Fig. 1: run 1, drive-strength map
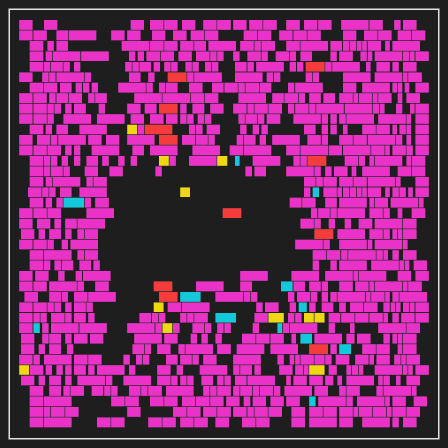
Fig. 2: run 1, routing congestion map
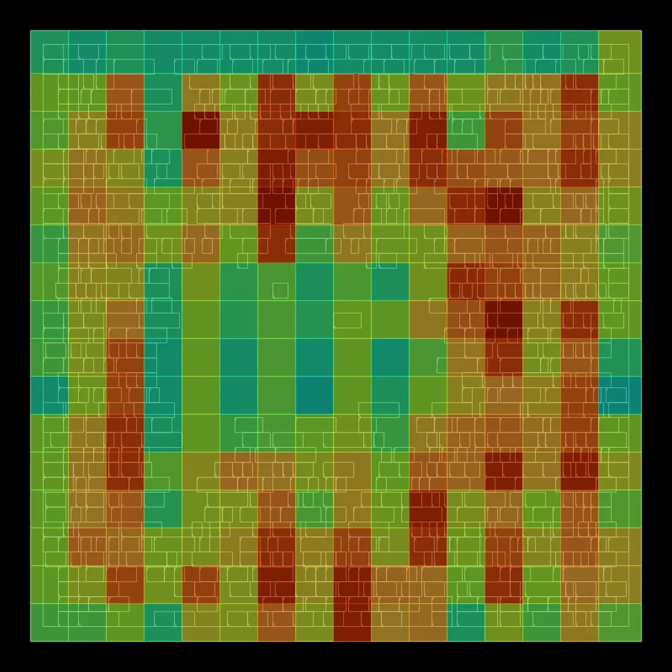
Fig. 3: run 1, sequential cells colored by netlist name
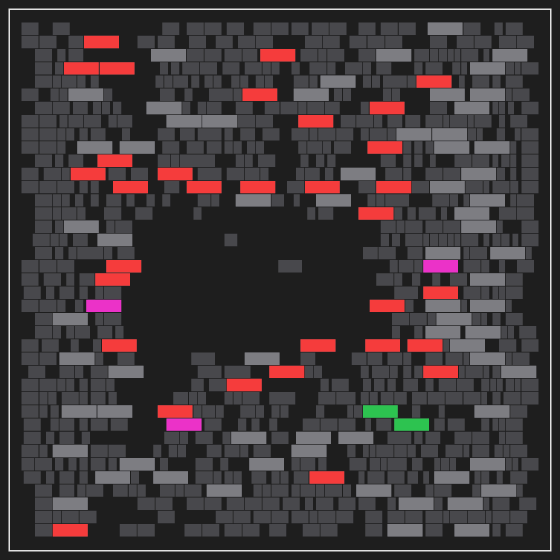
Fig. 4: run 1, placement density heat map
11 x 11 tiles, from black (low) to pale yellow (high), 0 to 100% covered.
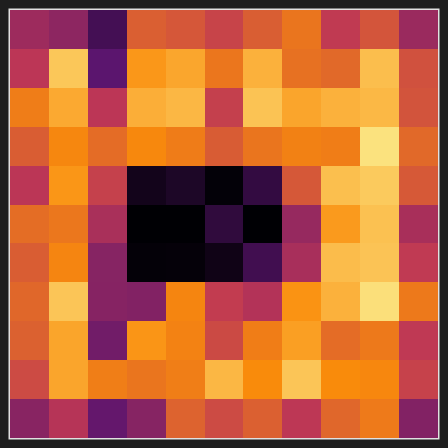
$ cat config.mk
export PLATFORM = sky130hd
export DESIGN_NAME = alu_arbiter
export DESIGN_NICKNAME = d
export VERILOG_FILES = /design/src/rtl/alu_arbiter_pkg.sv /design/src/rtl/alu_arbiter_rr.sv /design/src/rtl/alu_arbiter.sv
export SDC_FILE = /design/constraint.sdc
export NUM_CORES = 1
export LEC_CHECK = 0
export CORE_MARGIN = 2
export CORE_UTILIZATION = 40
export CTS_BUF_LIST = sky130_fd_sc_hd__clkbuf_2 sky130_fd_sc_hd__clkbuf_4 sky130_fd_sc_hd__clkbuf_8
export CTS_CLUSTER_SIZE = 10
export DETAILED_ROUTE_END_ITERATION = 8
export PLACE_DENSITY = 0.85
export REMOVE_ABC_BUFFERS = 1
export SYNTH_ARGS = -nofsm -noshare
export SYNTH_HDL_FRONTEND = slang
export SYNTH_SLANG_ARGS = --single-unit
$ cat constraint.sdc
create_clock -name clk -period 3.6 [get_ports clk]
set_input_delay 0.36 -clock clk [delete_from_list [all_inputs] [get_ports clk]]
set_output_delay 0.36 -clock clk [all_outputs]
set_load 0.02 [all_outputs]
$ cat src/rtl/alu_arbiter_pkg.sv
// Shared ALU definitions: function codes and the arbiter FSM state encoding.
package alu_pkg;

  localparam int unsigned ALU_FUNC_W = 3;

  localparam logic [ALU_FUNC_W-1:0] ALU_ADD = 3'b000;
  localparam logic [ALU_FUNC_W-1:0] ALU_SUB = 3'b001;
  localparam logic [ALU_FUNC_W-1:0] ALU_AND = 3'b010;
  localparam logic [ALU_FUNC_W-1:0] ALU_OR  = 3'b011;
  localparam logic [ALU_FUNC_W-1:0] ALU_SLT = 3'b100;

  typedef enum logic [1:0] {
    IDLE = 2'd0,
    EXEC = 2'd1,
    RESP = 2'd2
  } arb_state_e;

  // Flags function codes beyond SLT; the ALU yields 0 for these.
  function automatic logic func_is_illegal(input logic [ALU_FUNC_W-1:0] func);
    return func > ALU_SLT;
  endfunction

endpackage

$ cat src/rtl/alu_arbiter_rr.sv
// Combinational round-robin arbiter: one-hot grant searched from ptr upward with wrap.
module rr_arbiter #(
  parameter  int unsigned N    = 2,
  localparam int unsigned ID_W = $clog2(N)
) (
  input  logic [N-1:0]    req,
  input  logic [ID_W-1:0] ptr,
  output logic [N-1:0]    gnt,
  output logic [ID_W-1:0] gnt_id
);

  logic            found;
  logic [ID_W-1:0] idx;

  always_comb begin
    gnt    = '0;
    gnt_id = '0;
    found  = 1'b0;
    idx    = '0;
    for (int unsigned k = 0; k < N; k++) begin
      idx = ID_W'((32'(ptr) + k) % N);
      if (!found && req[idx]) begin
        found    = 1'b1;
        gnt[idx] = 1'b1;
        gnt_id   = idx;
      end
    end
  end

endmodule

$ cat src/rtl/alu_arbiter.sv
// Round-robin sharing of one external ALU among NUM_REQ requesters (IDLE/EXEC/RESP).
// Optional ALU_ARB_ILLEGAL_OP_EN adds rsp_err flagging function codes above SLT.
module alu_arbiter
  import alu_pkg::*;
#(
  parameter  int unsigned NUM_REQ = 2,
  parameter  int unsigned DATA_W  = 32,
  localparam int unsigned ID_W    = $clog2(NUM_REQ)
) (
  input  logic                         clk,
  input  logic                         rst,
  input  logic [NUM_REQ-1:0]           req_valid,
  output logic [NUM_REQ-1:0]           req_ready,
  input  logic [NUM_REQ*DATA_W-1:0]    req_a,
  input  logic [NUM_REQ*DATA_W-1:0]    req_b,
  input  logic [NUM_REQ*ALU_FUNC_W-1:0] req_func,
  output logic [DATA_W-1:0]            alu_a,
  output logic [DATA_W-1:0]            alu_b,
  output logic [ALU_FUNC_W-1:0]        alu_func,
  input  logic [DATA_W-1:0]            alu_result,
  input  logic                         alu_zero,
  output logic                         rsp_valid,
  input  logic                         rsp_ready,
  output logic [ID_W-1:0]              rsp_id,
  output logic [DATA_W-1:0]            rsp_result,
  output logic                         rsp_zero,
  output logic                         busy
`ifdef ALU_ARB_ILLEGAL_OP_EN
  ,
  output logic                         rsp_err
`endif
);

  arb_state_e            state, state_d;
  logic [NUM_REQ-1:0]    gnt;
  logic [ID_W-1:0]       gnt_id;
  logic [ID_W-1:0]       ptr_q;
  logic [ID_W-1:0]       id_q;
  logic [ID_W-1:0]       ptr_nxt;
  logic [DATA_W-1:0]     a_q, b_q, result_q;
  logic [ALU_FUNC_W-1:0] func_q;
  logic                  zero_q;
  logic                  take;
  logic                  done;

  logic [DATA_W-1:0]     a_arr    [NUM_REQ];
  logic [DATA_W-1:0]     b_arr    [NUM_REQ];
  logic [ALU_FUNC_W-1:0] func_arr [NUM_REQ];

  // Unpack the flat request buses so the winner can be selected by index.
  for (genvar g = 0; g < NUM_REQ; g++) begin : g_unpack
    assign a_arr[g]    = req_a[g*DATA_W +: DATA_W];
    assign b_arr[g]    = req_b[g*DATA_W +: DATA_W];
    assign func_arr[g] = req_func[g*ALU_FUNC_W +: ALU_FUNC_W];
  end

  rr_arbiter #(
    .N(NUM_REQ)
  ) u_rr (
    .req    (req_valid),
    .ptr    (ptr_q),
    .gnt    (gnt),
    .gnt_id (gnt_id)
  );

  always_comb begin
    state_d   = state;
    take      = 1'b0;
    done      = 1'b0;
    req_ready = '0;
    case (state)
      IDLE: begin
        req_ready = gnt;
        if (|req_valid) begin
          take    = 1'b1;
          state_d = EXEC;
        end
      end
      EXEC: state_d = RESP;
      RESP: begin
        if (rsp_ready) begin
          done    = 1'b1;
          state_d = IDLE;
        end
      end
      default: state_d = IDLE;
    endcase
  end

  always_ff @(posedge clk) begin
    if (rst) begin
      state <= IDLE;
    end else begin
      state <= state_d;
    end
  end

  // Priority rotates to the requester just after the one that was served.
  assign ptr_nxt = (id_q == ID_W'(NUM_REQ - 1)) ? '0 : id_q + ID_W'(1);

  always_ff @(posedge clk) begin
    if (rst) begin
      ptr_q    <= '0;
      id_q     <= '0;
      a_q      <= '0;
      b_q      <= '0;
      func_q   <= '0;
      result_q <= '0;
      zero_q   <= 1'b0;
    end else begin
      if (take) begin
        id_q   <= gnt_id;
        a_q    <= a_arr[gnt_id];
        b_q    <= b_arr[gnt_id];
        func_q <= func_arr[gnt_id];
      end
      if (state == EXEC) begin
        result_q <= alu_result;
        zero_q   <= alu_zero;
      end
      if (done) begin
        ptr_q <= ptr_nxt;
      end
    end
  end

`ifdef ALU_ARB_ILLEGAL_OP_EN
  logic err_q;

  always_ff @(posedge clk) begin
    if (rst) begin
      err_q <= 1'b0;
    end else if (state == EXEC) begin
      err_q <= func_is_illegal(func_q);
    end
  end

  assign rsp_err = err_q;
`endif

  assign alu_a      = a_q;
  assign alu_b      = b_q;
  assign alu_func   = func_q;
  assign rsp_valid  = (state == RESP);
  assign busy       = (state != IDLE);
  assign rsp_id     = id_q;
  assign rsp_result = result_q;
  assign rsp_zero   = zero_q;

endmodule

==> impl_summary.log, run 1 <==
[metrics] run summary
INFO  metric run_status = complete, no violations
INFO  metric max_freq = 368.9 MHz
INFO  metric number_of_vias_after_detailed_routing = between 5000 and 6000
INFO  metric timing_hold_violations_final = 0
INFO  metric critical_path.startpoint = state[1]$_SDFFE_PP0P_
INFO  metric synth.yosys.num_cells = 567
INFO  metric dieHeight = 111.3 µm
INFO  metric critPathMaxFanout = 34
INFO  metric postSynthSeqShare = 0.4519
INFO  metric yosys_most_used_dff = sky130_fd_sc_hd__dfxtp_1
INFO  metric final_layout_top_logic_cell = sky130_fd_sc_hd__clkdlybuf4s50_1
INFO  metric detailed_place_hpwl = 11810 µm
INFO  metric finalNonFillerCells = 935
INFO  metric holdPathStages = 2
INFO  metric hold_crit_endpoint = rsp_result[22]$_SDFFE_PP0N_
INFO  metric flow.area_growth_from_synthesis = 61.00%
INFO  metric numPlacedInstances = 919
INFO  metric minimum_clock_period_after_layout = 2.711 ns
INFO  metric yosys-mux-area-fraction = 0.002173
INFO  metric p_int = 2.037 mW
INFO  metric worst_setup_path_endpoint = req_ready[1]
INFO  metric worst_hold_slack = around 0.46 ns
INFO  metric count_of_nets_after_finishing = 959
INFO  metric simple_gate_area_frac = 0.1472
INFO  metric power.ir.vdd_worst = around 0.00025 V
INFO  metric worstSetupPathType = reg2out
INFO  metric share_seq_of_total_power = 0.443
INFO  metric overall_chip_area = around 12000 µm²
INFO  metric total_switching_power = 0.9898 mW
INFO  metric drtIter0Drc = 701
INFO  metric r2r-end = alu_a[3]$_SDFFE_PP0P_
INFO  metric layout.cells.most_common_list = 274 x sky130_fd_sc_hd__clkdlybuf4s50_1, 104 x sky130_fd_sc_hd__dfxtp_1, 102 x sky130_fd_sc_hd__a21oi_1, 68 x sky130_fd_sc_hd__nand3_1, 67 x sky130_fd_sc_hd__nand2_1
INFO  metric placement.io_buffers = 276
INFO  metric power_per_cell_area = roughly 410 nW/µm²
INFO  metric timing_max_transition_violations_final = 0
INFO  metric clock_distribution_power = just under 0.7 mW
INFO  metric drive_gt1_frac = 0.04293
INFO  metric syn-cell-area = 4607 µm²
INFO  metric synthesized_netlist_cell_count = 567
INFO  metric crit_family = simple AND/OR/NAND/NOR gates
INFO  metric finalWeightedCongestion = 0.8867
INFO  metric maxCapViolCount = 0
INFO  metric number_of_buffers_and_inverters_on_the_critical_path = 2
INFO  metric synthArstFlopShare = 0
INFO  metric worstPathCellList = nor2_4 > nand3_1 > inv_1 > clkdlybuf4s50_1
INFO  metric detail_route.wl_per_cell = 18.46 µm
INFO  metric combGateArea = 2158 µm²
INFO  metric grt_pass1_wl = between 20000 and 30000 µm
INFO  metric worstSkewPairLatency = 0.37 ns
INFO  metric drcViolationCount = 0
INFO  metric reg2reg_setup_slack = 1.12 ns
INFO  metric routed_wl = 17260 µm
INFO  metric hp-class = reg2reg
INFO  metric power.clock.fraction = 0.225
INFO  metric synth.top_cells.by_area = sky130_fd_sc_hd__dfxtp_1 45%, sky130_fd_sc_hd__a311oi_1 12%, sky130_fd_sc_hd__a21oi_1 11%, sky130_fd_sc_hd__nand3_1 7.4%, sky130_fd_sc_hd__o21ai_0 6.7%
INFO  metric cts_hold_buffers = 0
INFO  metric maximum_number_of_pins_on_one_net_before_global_route_repair = 105
INFO  metric clk_root_buffer_cell = sky130_fd_sc_hd__clkbuf_8
INFO  metric number_of_enable_flip_flop_cells = 0
Back to the opening pictures, Fig. 1:
_0 and _1 cells: marked magenta, cells 758. _3 and _4 cells: marked yellow, cells 11. _6 and larger: marked red, cells 11. _2 cells: marked cyan, cells 12.
non-clock buffer instance count of the final layout: 281
fin area: 7417 µm²
worst setup margin: 0.8893 ns

Back to the opening pictures, Fig. 2:
GRT Total Usage: 0.2623
global routing met1 resource utilization: 0.3133

Back to the opening pictures, Fig. 3:
state: marked green, sequential cells 2. alu_a: marked red, sequential cells 32. alu_func: marked magenta, sequential cells 3.
share of the core filled with cells in the final layout: 0.6552
register share of the cell area: 0.2807
seq pwr: 1.34 mW
sequential cell area: 2082 µm²

Back to the opening pictures, Fig. 4:
The mean over all tiles is 58%. The fullest tile reaches 94%. 5.0% of the tiles are nearly empty. The emptiest ninth of the die: center.
Placeable Area: 11320 µm²
core utilization before placement: 0.4069

-- run 1: registers in the layout, summed over array words and instances, names as in the netlist --
register    flops
state           2
alu_b          32
rsp_id          1
alu_func        3
alu_a          32
rsp_result     32
rsp_zero        1
ptr_q           1
-- run 1: layout make-up --
type | instances | area share
Timing Repair Buffer | 281 | 0.3782
Multi-Input combinational cell | 387 | 0.2910
Sequential cell | 104 | 0.2807
Tap cell | 143 | 0.02412
Clock buffer | 11 | 0.01957
Clock inverter | 5 | 0.004386
Inverter | 4 | 0.002024
-- run 1: per-layer routing --
layer / vias to the layer above / GRT usage / share of wire
met4: 0 / 0.09794 / 0.023
met2: 320 / 0.4695 / 0.50
met1: 2532 / 0.3133 / 0.39
met3: 36 / 0.04757 / 0.088
met5: - / 0 / 0
li1: 2524 / - / -
Fig. 5: run 1, cell classes on the final placement
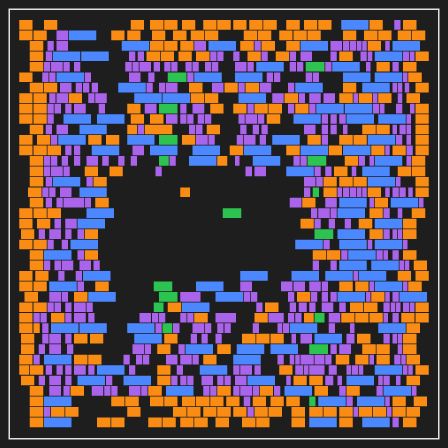

==> run 2, diff against run 1 <==
--- a/config.mk
+++ b/config.mk
@@ -6,11 +6,11 @@
 export NUM_CORES = 1
 export LEC_CHECK = 0
 export CORE_MARGIN = 2
-export CORE_UTILIZATION = 40
+export CORE_UTILIZATION = 35
 export CTS_BUF_LIST = sky130_fd_sc_hd__clkbuf_2 sky130_fd_sc_hd__clkbuf_4 sky130_fd_sc_hd__clkbuf_8
 export CTS_CLUSTER_SIZE = 10
 export DETAILED_ROUTE_END_ITERATION = 8
-export PLACE_DENSITY = 0.85
+export PLACE_DENSITY = 0.79
 export REMOVE_ABC_BUFFERS = 1
 export SYNTH_ARGS = -nofsm -noshare
 export SYNTH_HDL_FRONTEND = slang
==> constraint.sdc (replaced) <==
create_clock -name clk -period 2.2 [get_ports clk]
set_input_delay 0.22 -clock clk [delete_from_list [all_inputs] [get_ports clk]]
set_output_delay 0.22 -clock clk [all_outputs]
set_load 0.02 [all_outputs]
Fig. 6: run 2, cell classes on the final placement
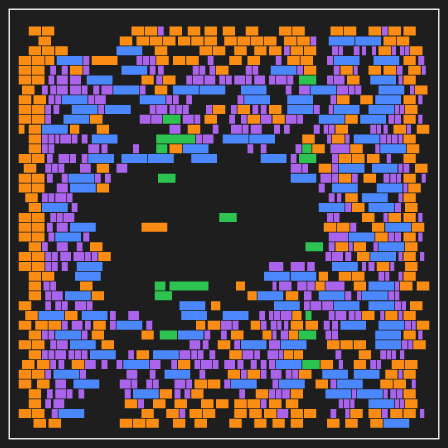
clock drivers and dummy loads: marked green, cells 16, share of their area 3.1%. flops: marked blue, cells 104, share of their area 28%. other buffers and delay cells: marked orange, cells 291, share of their area 39%. combinational and other logic: marked purple, cells 391, share of their area 29%.

==> run 2 against run 1 <==
Effect of this change: clock power grew 99%; sequential cell count is the same; final cell count grew 4.2%; register-to-register slack lost 0.86 ns; critical endpoint unchanged.
==> impl_summary.log, run 2 <==
[metrics] run summary
INFO  metric run_status = complete, no violations
INFO  metric cts_hold_buffers = 0
INFO  metric postSynthSeqShare = 0.4519
INFO  metric detail_route.wl_per_cell = 17.74 µm
INFO  metric htreeDepth = 3
INFO  metric crit_family = buffers and inverters
INFO  metric met2_wirelength = 8484 µm
INFO  metric syn-cell-area = 4607 µm²
INFO  metric share_seq_of_total_power = 0.420
INFO  metric final_layout_top_logic_cell = sky130_fd_sc_hd__clkdlybuf4s50_1
INFO  metric number_of_vias_after_detailed_routing = 5355
INFO  metric vias_per_cell = approximately 5.5
INFO  metric synth.yosys.num_cells = 567
INFO  metric initCoreUtil = 0.3621
INFO  metric utilization = 0.5967
INFO  metric busiest_layer = met2
INFO  metric detail_route.wirelength.met1 = 6860 µm
INFO  metric power.ir.vdd_worst = around 0.00033 V
INFO  metric worst_hold_slack = 0.2578 ns
INFO  metric worstPathCellList = nor2_4 > nand3_1 > inv_1 > clkdlybuf4s50_1
INFO  metric stage_log_warnings = 25
INFO  metric critPathMaxFanout = 10
INFO  metric dp_slack = ~0.11 ns
INFO  metric placement.io_buffers = 276
INFO  metric route.met3.wl = 1571 µm
INFO  metric grt.met3_usage = 0.06805
INFO  metric fin_ws = between 0.1 and 0.15 ns
INFO  metric flow.area_growth_from_synthesis = 64.77%
INFO  metric worstSkewPairLatency = between 0.3 and 0.4 ns
INFO  metric setup_viol = 0
INFO  metric r2r-end = alu_a[16]$_SDFFE_PP0P_
INFO  metric postSynthAreaPerCell = 8.125 µm²
INFO  metric maximum_number_of_pins_on_one_net_before_global_route_repair = 68
INFO  metric reg2reg_setup_slack = between 0.2 and 0.3 ns
INFO  metric hold_crit_endpoint = alu_a[0]$_SDFFE_PP0P_
INFO  metric minimum_clock_period_after_layout = 2.069 ns
INFO  metric clk_root_buffer_cell = sky130_fd_sc_hd__clkbuf_8
INFO  metric p_int = 3.577 mW
INFO  metric detailed_place_hpwl = 12650 µm
INFO  metric critical_path.startpoint = state[1]$_SDFFE_PP0P_
INFO  metric global_routing_met1_resource_utilization = 0.2727
INFO  metric worstSetupPathType = reg2out
INFO  metric critPathLaunchType = flop
INFO  metric number_of_buffers_and_inverters_on_the_critical_path = 2
INFO  metric drive_gt1_frac = 0.05486
INFO  metric yosys-mux-area-fraction = 0.002173
INFO  metric drtIter0Drc = 434
INFO  metric highest-signal-layer = met4
INFO  metric synthesized_netlist_cell_count = 567
INFO  metric dieHeight = 118.7 µm
INFO  metric synth.comb.largest_family = AND-OR/OR-AND gates
INFO  metric worst_setup_path_endpoint = req_ready[1]
INFO  metric yosys_most_used_dff = sky130_fd_sc_hd__dfxtp_1
INFO  metric power_per_cell_area = 687.7 nW/µm²
INFO  metric simple_gate_area_frac = 0.1472
INFO  metric routed_wl = around 17000 µm
INFO  metric gr-usage-all-layers = 0.2333
INFO  metric max_freq = 483.2 MHz
INFO  metric overall_chip_area = 14100 µm²
INFO  metric layout.cells.most_common_list = 274 x sky130_fd_sc_hd__clkdlybuf4s50_1, 104 x sky130_fd_sc_hd__dfxtp_1, 102 x sky130_fd_sc_hd__a21oi_1, 68 x sky130_fd_sc_hd__nand3_1, 67 x sky130_fd_sc_hd__nand2_1
INFO  metric grt_pass1_wl = between 20000 and 30000 µm
INFO  metric timing_hold_violations_final = 0
INFO  metric timing_max_transition_violations_final = 0
INFO  metric drcViolationCount = 0
INFO  metric finalNonFillerCells = 974
INFO  metric finalWeightedCongestion = 0.8819
INFO  metric maxCapViolCount = 0
INFO  metric power.clock.fraction = 0.261
INFO  metric numPlacedInstances = 958
INFO  metric total_switching_power = 1.644 mW
INFO  metric grt.met2_usage = 0.4063
INFO  metric synth.top_cells.by_area = sky130_fd_sc_hd__dfxtp_1 45%, sky130_fd_sc_hd__a311oi_1 12%, sky130_fd_sc_hd__a21oi_1 11%, sky130_fd_sc_hd__nand3_1 7.4%, sky130_fd_sc_hd__o21ai_0 6.7%
INFO  metric count_of_nets_after_finishing = 969
INFO  metric synthArstFlopShare = 0
INFO  metric number_of_enable_flip_flop_cells = 0
run 2: cell counts after synthesis:
Identical to the previous run, type by type.
run 2: final cells by class:
cell class | instances | area [µm²] | area share
inverters | 4 | 15.01 | 0.001978
repair buffers | 291 | 2893 | 0.3811
well taps | 172 | 215.2 | 0.02835
clock inverters | 6 | 90.09 | 0.01187
flip-flops and latches | 104 | 2082 | 0.2743
clock buffers | 10 | 137.6 | 0.01813
multi-input cells | 387 | 2158 | 0.2843
run 2: power by group through the flow:
stage,sequential (mW),combinational [mW],clock (mW)
floorplan,2.45,0.476,0
global placement,2.23,1.63,0
detailed placement,2.23,1.67,0
CTS,2.19,1.67,1.38
global route,2.21,1.78,1.46
finish,2.19,1.67,1.36
Fig. 7: run 2, sequential cells colored by netlist name
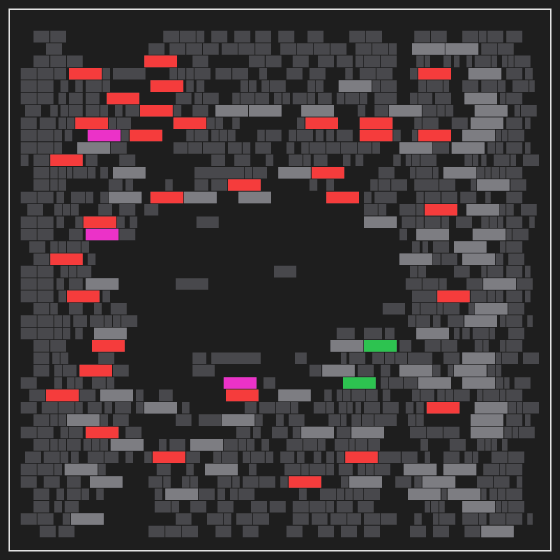

==> run 3, diff against run 2 <==
--- a/config.mk
+++ b/config.mk
@@ -5,11 +5,14 @@
 export SDC_FILE = /design/constraint.sdc
 export NUM_CORES = 1
 export LEC_CHECK = 0
+export CAP_MARGIN = 20
+export CORE_ASPECT_RATIO = 0.8
 export CORE_MARGIN = 2
 export CORE_UTILIZATION = 35
 export CTS_BUF_LIST = sky130_fd_sc_hd__clkbuf_2 sky130_fd_sc_hd__clkbuf_4 sky130_fd_sc_hd__clkbuf_8
 export CTS_CLUSTER_SIZE = 10
 export DETAILED_ROUTE_END_ITERATION = 8
+export GPL_TIMING_DRIVEN = 0
 export PLACE_DENSITY = 0.79
 export REMOVE_ABC_BUFFERS = 1
 export SYNTH_ARGS = -nofsm -noshare
Fig. 8: run 3, sequential cells colored by netlist name
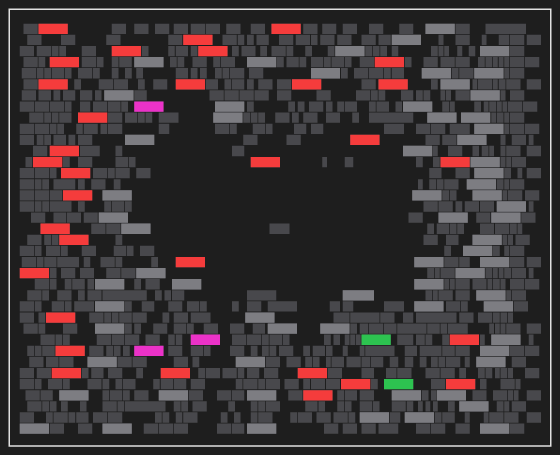
state: marked green, sequential cells 2. alu_func: marked magenta, sequential cells 3. alu_a: marked red, sequential cells 32, where widely spread.
seq pwr: 2.19 mW
share of the core filled with cells in the final layout: 0.5983
register share of the cell area: 0.2706

==> run 3 against run 2 <==
Effect of this change: die size is essentially flat; power is 0.74% higher; non-clock buffer count shrank 2; synthesized area unchanged; sequential share of layout area down 0.37 points; hold slack worse by 0.018 ns; clock skew rose by 0.0020 ns; global-route usage grew 1.7 points; count of clock-buffer cells in the layout unchanged; synthesized cell count stayed put; combinational power up 3%; first-iteration DRC count shrank 34%.
==> impl_summary.log, run 3 <==
[metrics] run summary
INFO  metric power_per_cell_area = 683.0 nW/µm²
INFO  metric grt.met2_usage = 0.4382
INFO  metric drtIter0Drc = 285
INFO  metric stage_log_warnings = 25
INFO  metric busiest_layer = met2
INFO  metric share_seq_of_total_power = 0.417
INFO  metric p_int = 3.591 mW
INFO  metric maxCapViolCount = 0
INFO  metric synth.comb.largest_family = AND-OR/OR-AND gates
INFO  metric power.ir.vdd_worst = about 0.00051 V
INFO  metric area_share_nonclk_buffers = 0.3871
INFO  metric combGateArea = 2178 µm²
INFO  metric finalNonFillerCells = 977
INFO  metric detail_route.wirelength.met1 = 6970 µm
INFO  metric overall_chip_area = 14100 µm²
INFO  metric num-clock-buffers = 10
INFO  metric hp-class = in2reg
INFO  metric switching_share = 0.3171
INFO  metric max_slew.worst_pin.slew = 1.029 ns
INFO  metric numPlacedInstances = 955
INFO  metric comb_cell_power = 1.72 mW
INFO  metric vias_per_cell = between 5 and 6
INFO  metric tapcell.inserted = approximately 180
INFO  metric number_of_vias_after_detailed_routing = 5390
INFO  metric power.clock.fraction = 0.256
INFO  metric count_of_nets_after_finishing = 969
INFO  metric critPathMaxFanout = 6
INFO  metric layout.cells.most_common_list = 272 x sky130_fd_sc_hd__clkdlybuf4s50_1, 103 x sky130_fd_sc_hd__dfxtp_1, 102 x sky130_fd_sc_hd__a21oi_1, 68 x sky130_fd_sc_hd__nand3_1, 67 x sky130_fd_sc_hd__nand2_1
INFO  metric layout.cells.largest_class = non-clock buffers
INFO  metric maximum_number_of_pins_on_one_net_before_global_route_repair = 74
INFO  metric synthArstFlopShare = 0
INFO  metric drive_gt1_frac = 0.05611
INFO  metric non_clock_buffer_count = slightly below 300
INFO  metric layout.non_clock_inverters = 4
INFO  metric synthesized_netlist_cell_count = 567
INFO  metric fin_ws = around 0.14 ns
INFO  metric dp_slack = -0.3198 ns
INFO  metric highest-signal-layer = met4
INFO  metric setup_viol = 0
INFO  metric total_switching_power = 1.668 mW
INFO  metric layout.comb_gates.multi_input = 389
INFO  metric clk_root_buffer_cell = sky130_fd_sc_hd__clkbuf_8
INFO  metric cts_hold_buffers = 0
INFO  metric final_layout_top_logic_cell = sky130_fd_sc_hd__clkdlybuf4s50_1
INFO  metric clock_cell_area_share = 0.02909
INFO  metric flow.area_growth_from_synthesis = 67.14%
INFO  metric register_area = 2083 µm²
INFO  metric gr-usage-all-layers = 0.2499
INFO  metric post-route-cell-area = 7700 µm²
INFO  metric timing_hold_violations_final = 0
INFO  metric core_area = 12870 µm²
INFO  metric route.met3.wl = approximately 1900 µm
INFO  metric minimum_clock_period_after_layout = 2.059 ns
INFO  metric placement.io_buffers = 276
INFO  metric grt_pass1_wl = 28120 µm
INFO  metric global_routing_met1_resource_utilization = 0.2758
INFO  metric worstSkewPairLatency = approximately 0.38 ns
INFO  metric critPathLaunchType = flop
INFO  metric worstSetupPathType = reg2out
INFO  metric max_freq = between 400 and 500 MHz
INFO  metric synth.yosys.num_cells = 567
INFO  metric clock_distribution_power = 1.35 mW
INFO  metric finalWeightedCongestion = 0.7877
INFO  metric htreeDepth = 3
INFO  metric yosys_most_used_dff = sky130_fd_sc_hd__dfxtp_1
INFO  metric timing_max_transition_violations_final = 0
INFO  metric cts_buffers = 9
INFO  metric routed_wl = about 18000 µm
INFO  metric worst_hold_slack = 0.2401 ns
INFO  metric synth_flops = 104
INFO  metric simple_gate_area_frac = 0.1472
INFO  metric initCoreUtil = 0.3580
INFO  metric number_of_enable_flip_flop_cells = 0
INFO  metric syn-cell-area = 4607 µm²
INFO  metric dieHeight = 106.6 µm
INFO  metric met2_wirelength = 8996 µm
INFO  metric run_status = complete, no violations
INFO  metric detailed_place_hpwl = between 10000 and 15000 µm
INFO  metric comb-cell-share = 0.2829
INFO  metric worstPathCellList = nor2_4 > buf_4 > inv_2 > clkdlybuf4s50_1
## run 3: cell counts after synthesis
Identical to the previous run, type by type.
## run 3: worst paths after layout
check	from	to	slack, ns	cells after the start
worst max-delay path	state[1]$_SDFFE_PP0P_	busy	0.14	4
worst min-delay path	rst	rsp_result[0]$_SDFFE_PP0N_	0.24	2
worst max register to register	state[0]$_SDFFE_PP0P_	alu_a[12]$_SDFFE_PP0P_	0.17	6
worst min register to register	rsp_result[16]$_SDFFE_PP0N_	rsp_result[16]$_SDFFE_PP0N_	0.46	2
## run 3: worst max-delay path: cells and delay by family, from the launching register on
family | cells | cell delay [ns]
buffers and inverters | 3 | 0.85
and+or+nand+nor | 1 | 0.08
DFF | 1 | 0.53
## run 3: repair_timing
action / CTS / global route
gates resized: 4 / 0
buffers inserted: 4 / 0
setup endpoints to repair: 51 / 0
Power is estimated from default activity; no workload was simulated.
